[src/rtl/comp_instr_decoder_pkg.sv]
// RV32I opcode/funct constants, RVC quadrant enum and the immediate/format
// builders used to expand 16-bit RVC halfwords into 32-bit RV32I words.
package comp_instr_decoder_pkg;

  localparam logic [6:0] OPC_OP_IMM = 7'h13;
  localparam logic [6:0] OPC_OP     = 7'h33;
  localparam logic [6:0] OPC_LOAD   = 7'h03;
  localparam logic [6:0] OPC_STORE  = 7'h23;
  localparam logic [6:0] OPC_BRANCH = 7'h63;
  localparam logic [6:0] OPC_JAL    = 7'h6f;
  localparam logic [6:0] OPC_JALR   = 7'h67;
  localparam logic [6:0] OPC_LUI    = 7'h37;
  localparam logic [6:0] OPC_SYSTEM = 7'h73;

  localparam logic [2:0] F3_ADD = 3'b000;
  localparam logic [2:0] F3_SLL = 3'b001;
  localparam logic [2:0] F3_LW  = 3'b010;
  localparam logic [2:0] F3_SW  = 3'b010;
  localparam logic [2:0] F3_XOR = 3'b100;
  localparam logic [2:0] F3_SRL = 3'b101;
  localparam logic [2:0] F3_OR  = 3'b110;
  localparam logic [2:0] F3_AND = 3'b111;
  localparam logic [2:0] F3_BEQ = 3'b000;
  localparam logic [2:0] F3_BNE = 3'b001;

  localparam logic [6:0] F7_BASE = 7'b0000000;
  localparam logic [6:0] F7_ALT  = 7'b0100000;

  localparam logic [31:0] INSN_EBREAK = 32'h0010_0073;

  typedef enum logic [1:0] {
    QUAD_0 = 2'b00,
    QUAD_1 = 2'b01,
    QUAD_2 = 2'b10,
    QUAD_3 = 2'b11
  } rvc_quad_e;

  // Builders take exactly the RVC bits they scramble, named by their slice.
  function automatic logic [11:0] imm_ciw(input logic [7:0] b);  // c[12:5]
    return {2'b00, b[5:2], b[7:6], b[0], b[1], 2'b00};
  endfunction

  function automatic logic [11:0] imm_cl(input logic [2:0] hi, input logic [1:0] lo);
    return {5'b0, lo[0], hi, lo[1], 2'b00};  // hi=c[12:10], lo=c[6:5]
  endfunction

  function automatic logic [11:0] imm_ci(input logic [5:0] b);  // {c[12],c[6:2]}
    return {{6{b[5]}}, b};
  endfunction

  function automatic logic [11:0] imm_ci16sp(input logic [5:0] b);
    return {{3{b[5]}}, b[2:1], b[3], b[0], b[4], 4'b0000};
  endfunction

  function automatic logic [19:0] imm_lui(input logic [5:0] b);
    return {{14{b[5]}}, b};
  endfunction

  function automatic logic [20:0] imm_cj(input logic [10:0] b);  // c[12:2]
    return {{9{b[10]}}, b[10], b[6], b[8:7], b[4], b[5], b[0], b[9], b[3:1], 1'b0};
  endfunction

  function automatic logic [12:0] imm_cb(input logic [2:0] hi, input logic [4:0] lo);
    return {{4{hi[2]}}, hi[2], lo[4:3], lo[0], hi[1:0], lo[2:1], 1'b0};
  endfunction

  function automatic logic [11:0] imm_lwsp(input logic [5:0] b);
    return {4'b0, b[1:0], b[5], b[4:2], 2'b00};
  endfunction

  function automatic logic [11:0] imm_swsp(input logic [5:0] b);  // c[12:7]
    return {4'b0, b[1:0], b[5:2], 2'b00};
  endfunction

  function automatic logic [31:0] enc_r(input logic [6:0] f7, input logic [4:0] rs2,
      input logic [4:0] rs1, input logic [2:0] f3, input logic [4:0] rd, input logic [6:0] opc);
    return {f7, rs2, rs1, f3, rd, opc};
  endfunction

  function automatic logic [31:0] enc_i(input logic [11:0] imm, input logic [4:0] rs1,
      input logic [2:0] f3, input logic [4:0] rd, input logic [6:0] opc);
    return {imm, rs1, f3, rd, opc};
  endfunction

  function automatic logic [31:0] enc_s(input logic [11:0] imm, input logic [4:0] rs2,
      input logic [4:0] rs1);
    return {imm[11:5], rs2, rs1, F3_SW, imm[4:0], OPC_STORE};
  endfunction

  function automatic logic [31:0] enc_b(input logic [12:0] imm, input logic [4:0] rs1,
      input logic [2:0] f3);
    return {imm[12], imm[10:5], 5'd0, rs1, f3, imm[4:1], imm[11], OPC_BRANCH};
  endfunction

  function automatic logic [31:0] enc_j(input logic [20:0] imm, input logic [4:0] rd);
    return {imm[20], imm[10:1], imm[11], imm[19:12], rd, OPC_JAL};
  endfunction

endpackage

[src/rtl/comp_instr_decoder.sv]
// Combinational RVC -> RV32I expander with illegal detection and sticky flag.
// Optional: CDEC_ILLEGAL_DETECT_EN enables the illegal / illegal_sticky outputs.
module comp_instr_decoder
  import comp_instr_decoder_pkg::*;
(
  input  logic        aclk,
  input  logic        aresetn,
  input  logic [15:0] instruction,
  output logic [31:0] decomp_instruction,
  output logic        is_compressed,
  output logic        illegal,
  output logic        illegal_sticky
);

  logic [15:0] c;
  logic [4:0]  rd, rs2, rdp, rs1p;
  logic [5:0]  ci_b;
  logic [31:0] expd;
  logic        ill_raw;

  assign c    = instruction;
  assign rd   = c[11:7];
  assign rs2  = c[6:2];
  assign rdp  = {2'b01, c[4:2]};
  assign rs1p = {2'b01, c[9:7]};
  assign ci_b = {c[12], c[6:2]};

  always_comb begin
    expd    = 32'h0;
    ill_raw = 1'b0;
    unique case (rvc_quad_e'(c[1:0]))
      QUAD_0: begin
        unique case (c[15:13])
          3'b000: begin
            ill_raw = (c[12:5] == 8'h00);  // also catches the all-zero halfword
            expd    = enc_i(imm_ciw(c[12:5]), 5'd2, F3_ADD, rdp, OPC_OP_IMM);
          end
          3'b010:  expd = enc_i(imm_cl(c[12:10], c[6:5]), rs1p, F3_LW, rdp, OPC_LOAD);
          3'b110:  expd = enc_s(imm_cl(c[12:10], c[6:5]), rdp, rs1p);
          default: ill_raw = 1'b1;
        endcase
      end
      QUAD_1: begin
        unique case (c[15:13])
          3'b000: expd = enc_i(imm_ci(ci_b), rd, F3_ADD, rd, OPC_OP_IMM);
          3'b001: expd = enc_j(imm_cj(c[12:2]), 5'd1);
          3'b010: expd = enc_i(imm_ci(ci_b), 5'd0, F3_ADD, rd, OPC_OP_IMM);
          3'b011: begin
            ill_raw = (ci_b == 6'd0);
            if (rd == 5'd2) expd = enc_i(imm_ci16sp(ci_b), 5'd2, F3_ADD, 5'd2, OPC_OP_IMM);
            else            expd = {imm_lui(ci_b), rd, OPC_LUI};
          end
          3'b100: begin
            unique case (c[11:10])
              2'b00: begin
                ill_raw = c[12];
                expd    = enc_r(F7_BASE, c[6:2], rs1p, F3_SRL, rs1p, OPC_OP_IMM);
              end
              2'b01: begin
                ill_raw = c[12];
                expd    = enc_r(F7_ALT, c[6:2], rs1p, F3_SRL, rs1p, OPC_OP_IMM);
              end
              2'b10: expd = enc_i(imm_ci(ci_b), rs1p, F3_AND, rs1p, OPC_OP_IMM);
              default: begin
                ill_raw = c[12];  // RV64-only SUBW/ADDW and reserved slots
                unique case (c[6:5])
                  2'b00:   expd = enc_r(F7_ALT,  rdp, rs1p, F3_ADD, rs1p, OPC_OP);
                  2'b01:   expd = enc_r(F7_BASE, rdp, rs1p, F3_XOR, rs1p, OPC_OP);
                  2'b10:   expd = enc_r(F7_BASE, rdp, rs1p, F3_OR,  rs1p, OPC_OP);
                  default: expd = enc_r(F7_BASE, rdp, rs1p, F3_AND, rs1p, OPC_OP);
                endcase
              end
            endcase
          end
          3'b101:  expd = enc_j(imm_cj(c[12:2]), 5'd0);
          3'b110:  expd = enc_b(imm_cb(c[12:10], c[6:2]), rs1p, F3_BEQ);
          default: expd = enc_b(imm_cb(c[12:10], c[6:2]), rs1p, F3_BNE);
        endcase
      end
      QUAD_2: begin
        unique case (c[15:13])
          3'b000: begin
            ill_raw = c[12];
            expd    = enc_r(F7_BASE, c[6:2], rd, F3_SLL, rd, OPC_OP_IMM);
          end
          3'b010: begin
            ill_raw = (rd == 5'd0);
            expd    = enc_i(imm_lwsp(ci_b), 5'd2, F3_LW, rd, OPC_LOAD);
          end
          3'b100: begin
            if (!c[12]) begin
              if (rs2 == 5'd0) begin
                ill_raw = (rd == 5'd0);
                expd    = enc_i(12'd0, rd, 3'b000, 5'd0, OPC_JALR);
              end else begin
                expd = enc_r(F7_BASE, rs2, 5'd0, F3_ADD, rd, OPC_OP);
              end
            end else if (rs2 == 5'd0) begin
              if (rd == 5'd0) expd = INSN_EBREAK;
              else            expd = enc_i(12'd0, rd, 3'b000, 5'd1, OPC_JALR);
            end else begin
              expd = enc_r(F7_BASE, rs2, rd, F3_ADD, rd, OPC_OP);
            end
          end
          3'b110:  expd = enc_s(imm_swsp(c[12:7]), rs2, 5'd2);
          default: ill_raw = 1'b1;
        endcase
      end
      default: expd = {16'h0, c};
    endcase
  end

  assign decomp_instruction = ill_raw ? 32'h0 : expd;
  assign is_compressed      = (c[1:0] != 2'b11);

`ifdef CDEC_ILLEGAL_DETECT_EN
  assign illegal = ill_raw;

  always_ff @(posedge aclk or negedge aresetn) begin
    if (!aresetn)     illegal_sticky <= 1'b0;
    else if (ill_raw) illegal_sticky <= 1'b1;
  end
`else
  logic unused_clk_rst;
  assign unused_clk_rst = aclk ^ aresetn;
  assign illegal        = 1'b0;
  assign illegal_sticky = 1'b0;
`endif

endmodule

[config.mk]
export PLATFORM = sky130hd
export DESIGN_NAME = comp_instr_decoder
export DESIGN_NICKNAME = d
export VERILOG_FILES = /design/src/rtl/comp_instr_decoder_pkg.sv /design/src/rtl/comp_instr_decoder.sv
export SDC_FILE = /design/constraint.sdc
export NUM_CORES = 1
export LEC_CHECK = 0
export ABC_AREA = 1
export CAP_MARGIN = 15
export CORE_AREA = 2 2 61 63
export DETAILED_ROUTE_END_ITERATION = 6
export DIE_AREA = 0 0 63 65
export PLACE_DENSITY = 0.88
export SYNTH_ARGS = -nofsm -noshare
export SYNTH_HDL_FRONTEND = slang
export SYNTH_SLANG_ARGS = --single-unit
export TNS_END_PERCENT = 5
[constraint.sdc]
create_clock -name vclk -period 3.7
set_clock_uncertainty 0.15 [all_clocks]
set_input_delay 0.555 -clock vclk [all_inputs]
set_output_delay 0.555 -clock vclk [all_outputs]
set_load 0.02 [all_outputs]
==> Changelog: implementation, run 1 <==
### Changed

- Initial DRC Count: 360
- Maximum number of pins on one net before global-route repair: 28
- Inverters: 47
- Xor/xnor share: 0
- RSZ-0062 raised after global routing: false
- YS chip area: 1830 um2
- Dpl cells: 512
- Post-route ant nets: 0
- Pre-CTS setup slack: 0.0659 ns
- Combinational Power Share: 1.000
- Total power: 0.340 mW
- Combinational power: 0.340 mW
- Switching part of the total power: 0.614
- Status: complete, no violations
- Post-Syn Area: 1830 um2
- Basic Gates by Area: 0.605
- Ranking of synthesized cells by area: nand2_1 (26%), nor2_1 (16%), o21ai_0 (11%), nand3_1 (8.5%), inv_1 (7.8%)
- Tool warnings: 35
- Synth logic family: simple AND/OR/NAND/NOR gates
- Biggest consumer: combinational cells
- Drt first pass iters: 5
- Vias in the first global route: 2830
- Post-synth cell types: 32
- Logic share of the area: 0.596
- Clk pwr: 0 mW
- Most common cell in the netlist: nand2_1
- CP Capture Type: primary output
- CP max-delay cell: clkdlybuf4s50_1
- Worst hold endpoint: decomp_instruction[11]
- Mapped Cells: 398
- CP cell instances: clkdlybuf4s50_1, buf_4, nor2_1, nand2_2, nor2_1, nand3_1, nand2_1, nand2_2, nand3_4, nor2_1, clkdlybuf4s50_1
- Tap Cells: 48
- Hold_buf cts: 0
- Critical Path RT: 2.99 ns
- Buf/Inv on CP: 3
- Crit path from: instruction[14]
- Worst min-delay path category: input port to primary output
- Layout cells sized above 1: 0.137
- Drt drc: 0
- Final min period: 3.62 ns
- Most frequent cell on the critical path: nor2_1
- Setup violators final: 0
- Cell area after layout: 2580 um2
- CP endpoint: decomp_instruction[14]
- Pwr dens: 132 nW/um2
- Max-area cell class: logic gates
- Commonest cells in the synthesized netlist: nand2_1 (125), nor2_1 (76), o21ai_0 (41), inv_1 (38), nand3_1 (31)
- Avg Inst Size Synth: 4.59 um2
[run 1: layout by cell type (no fill, tap or decap), drive strengths merged]
cell type,instances
buf,35
clkinv,1
nand4,4
o21bai,1
nor3,1
nor2,85
conb,2
a21oi,22
o21ai,45
o2111ai,1
nand3,34
dlymetal6s2s,16
inv,46
nand2,131
o31ai,2
o22ai,3
a22oi,1
o41ai,1
nor4,1
nand3b,1
clkdlybuf4s50,33
a31oi,1
[run 1: per-layer routing]
metal | track usage | part of all wire
met4 | 0.239 | 0.055
met3 | 0.0556 | 0.13
met2 | 0.662 | 0.43
met5 | 0 | 0
met1 | 0.526 | 0.38
[run 1: timing repair]
| item | 4_1_cts | 5_1_grt |
|---|---|---|
| setup buffers | 0 | 3 |
| endpoints found under the setup margin | 0 | 25 |
| gates resized | 0 | 17 |
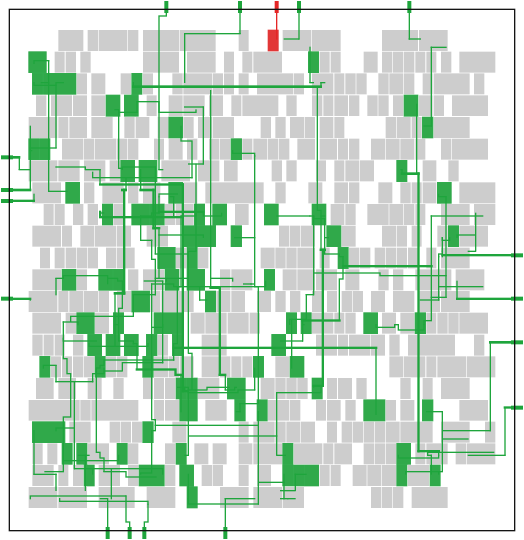
*Wires at chosen ports, followed through buffers, run 1*
Scale: 8 px per um.
Key: red = illegal_sticky [bits 1, direction output, end cells 1, wire 3.40 um]; green = instruction [bits 16, direction input, end cells 85, wire 1250 um]
# IOs: 53
Buffers on Ports: 49

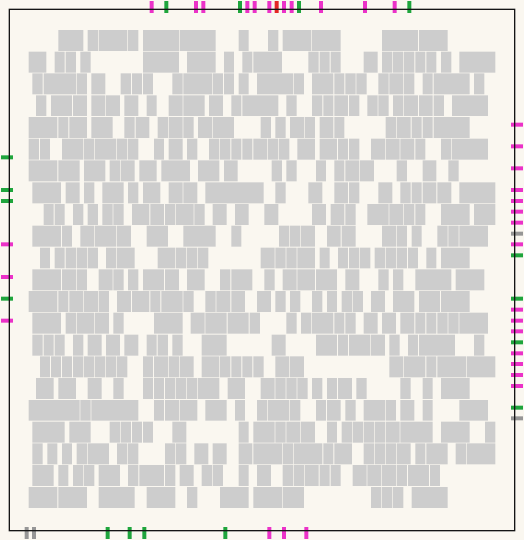
*I/O pins on the die edge, run 1*
Scale: 8 px per um. Pins as bars across the die edge, other pins in grey.
Key: red = illegal_sticky [pins 1, direction output, edge top]; magenta = decomp_instruction [pins 32, direction output, edge 15 right, 11 top, 3 left, 3 bottom]; green = instruction [pins 16, direction input, edge 4 left, 4 top, 4 bottom, 4 right]
Die W: 63 um
DIE HEIGHT: 65 um

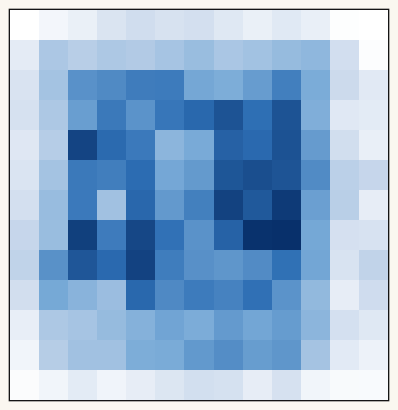
*Wiring heat map, run 1*
Scale: 6 px per um. 13 x 13 tiles, from white (low) to dark blue (high), scaled to the fullest tile. Values are wire area over tile area, all layers added.
43% of the tiles are over half the peak. The densest ninth of the die: centre. 3.0% of the tiles are nearly empty.
total number of vias: 3019
Total GRT Usage: 0.412
detailed-route wire length: 8.54 mm
Avg WL per Cell: 16.6 um

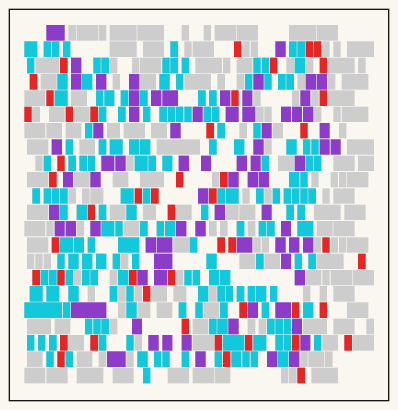
*Selected gate families, run 1*
Scale: 6 px per um.
Key: cyan = NAND gates [cells 170, most used nand2_1, where spread over the die]; red = inverters [cells 47, most used inv_1, where spread over the die]; purple = inverting AOI/OAI gates [cells 77, most used o21ai_0]
non-filler instance count after layout: 515
most frequent logic cell in the layout: nand2_1

### Routing congestion map, run 1

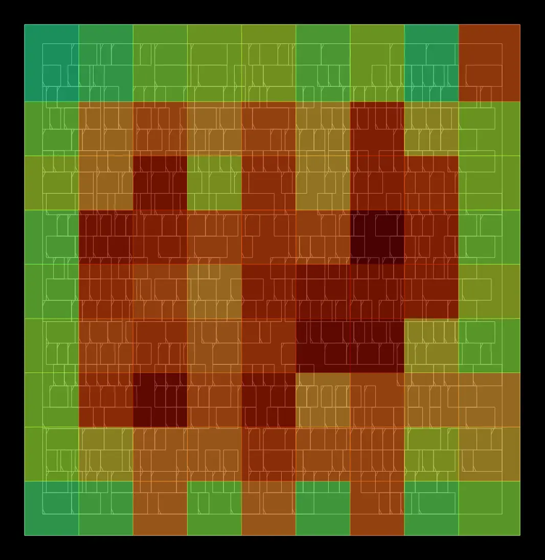

==> run 2: changes to the inputs <==
- CORE_AREA: 2 2 61 63 -> 2 2 70 55
- DIE_AREA: 0 0 63 65 -> 0 0 72 57
- PLACE_DENSITY: 0.88 -> 0.89
- SETUP_SLACK_MARGIN: unset -> 0.2
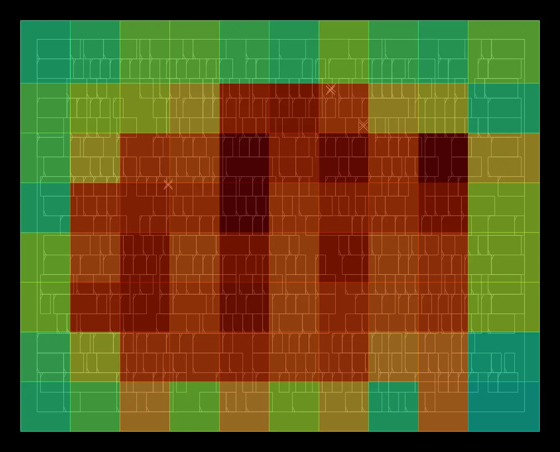
*Routing congestion map, run 2*
M3 GR Usage: 0.159
Total GRT Usage: 0.434
Global Route met1 Usage: 0.577
fin util: 0.767
most used routing layer: met2

==> Changelog: implementation, run 2 <==
### Changed

- Vias in the first global route: 2889 (was 2830)
- Total number of vias: 3147 (was 3019)
- RSZ-0062 raised after global routing: true (was false)
- Ranking of synthesized cells by area: nand2_1 (26%), nor2_1 (16%), o21ai_0 (11%), nand3_1 (8.5%), inv_1 (7.8%) (unchanged)
- Most numerous logic cells after layout: nand2_1 (124), nor2_1 (75), o21ai_0 (41) (was nand2_1 (124), nor2_1 (76), o21ai_0 (41))
- CP cell instances: clkdlybuf4s50_1, buf_4, nand2_2, nor2_4, nand3_1, nand2_1, inv_1, o21ai_0, a21oi_1, nor2_1, clkdlybuf4s50_1 (was clkdlybuf4s50_1, buf_4, nor2_1, nand2_2, nor2_1, nand3_1, nand2_1, nand2_2, nand3_4, nor2_1, clkdlybuf4s50_1)
- Tool warnings: 37 (was 35)
- Die W: 72 um (was 63 um)
- Buffers on Ports: 49 (unchanged)
- Post-route ant nets: 0 (unchanged)
- Pwr dens: 132 nW/um2 (about the same)
- Most common cell in the netlist: nand2_1 (unchanged)
- Post-Syn Area: 1830 um2 (unchanged)
- Layout cells sized above 1: 0.150 (was 0.137)
- Combinational Power Share: 1.000 (about the same)
- PostCTS Resize Cnt: 5 (was 0)
- Most frequent logic cell in the layout: nand2_1 (unchanged)
- Most frequent cell on the critical path: clkdlybuf4s50_1 (was nor2_1)
- Combinational power: 0.354 mW (was 0.340 mW)
- Failing checks: design-rule violations
- Synth logic family: simple AND/OR/NAND/NOR gates (unchanged)
- CP Capture Type: primary output (unchanged)
- Total power: 0.354 mW (was 0.340 mW)
- CP max-delay cell: clkdlybuf4s50_1 (unchanged)
- Pre-CTS setup slack: 0.0251 ns (was 0.0659 ns)
- Initial DRC Count: 658 (was 360)
- Final min period: 3.61 ns (was 3.62 ns)
- Drt drc: 10 (was 0)
- Status: finished with violations (was complete, no violations)
- Dpl cells: 511 (was 512)
- Commonest cells in the synthesized netlist: nand2_1 (125), nor2_1 (76), o21ai_0 (41), inv_1 (38), nand3_1 (31) (unchanged)
- DIE HEIGHT: 57 um (was 65 um)
==> run 2: cell counts after synthesis <==
Identical to the previous run, type by type.
==> run 2: critical path: cells and delay by family <==
family	cells	cell delay, ns
AND-OR/OR-AND	2	0.21
buffers and inverters	4	1.41
AND/OR/NAND/NOR	5	0.74
==> run 2: cell type report <==
type	instances	area, um2	area share
Inverter	47	176	0.0658
Timing Repair Buffer	88	866	0.323
Multi-Input combinational cell	338	1590	0.592
Tap cell	42	52.6	0.0196
==> run 2: final timing paths <==
| kind | start | to | slack [ns] | cells past startpoint |
|---|---|---|---|---|
| worst min-delay path | instruction[10] | decomp_instruction[10] | 1.66 | 4 |
| worst max-delay path | instruction[15] | decomp_instruction[27] | 0.09 | 11 |
Power is estimated from default activity; no workload was simulated.
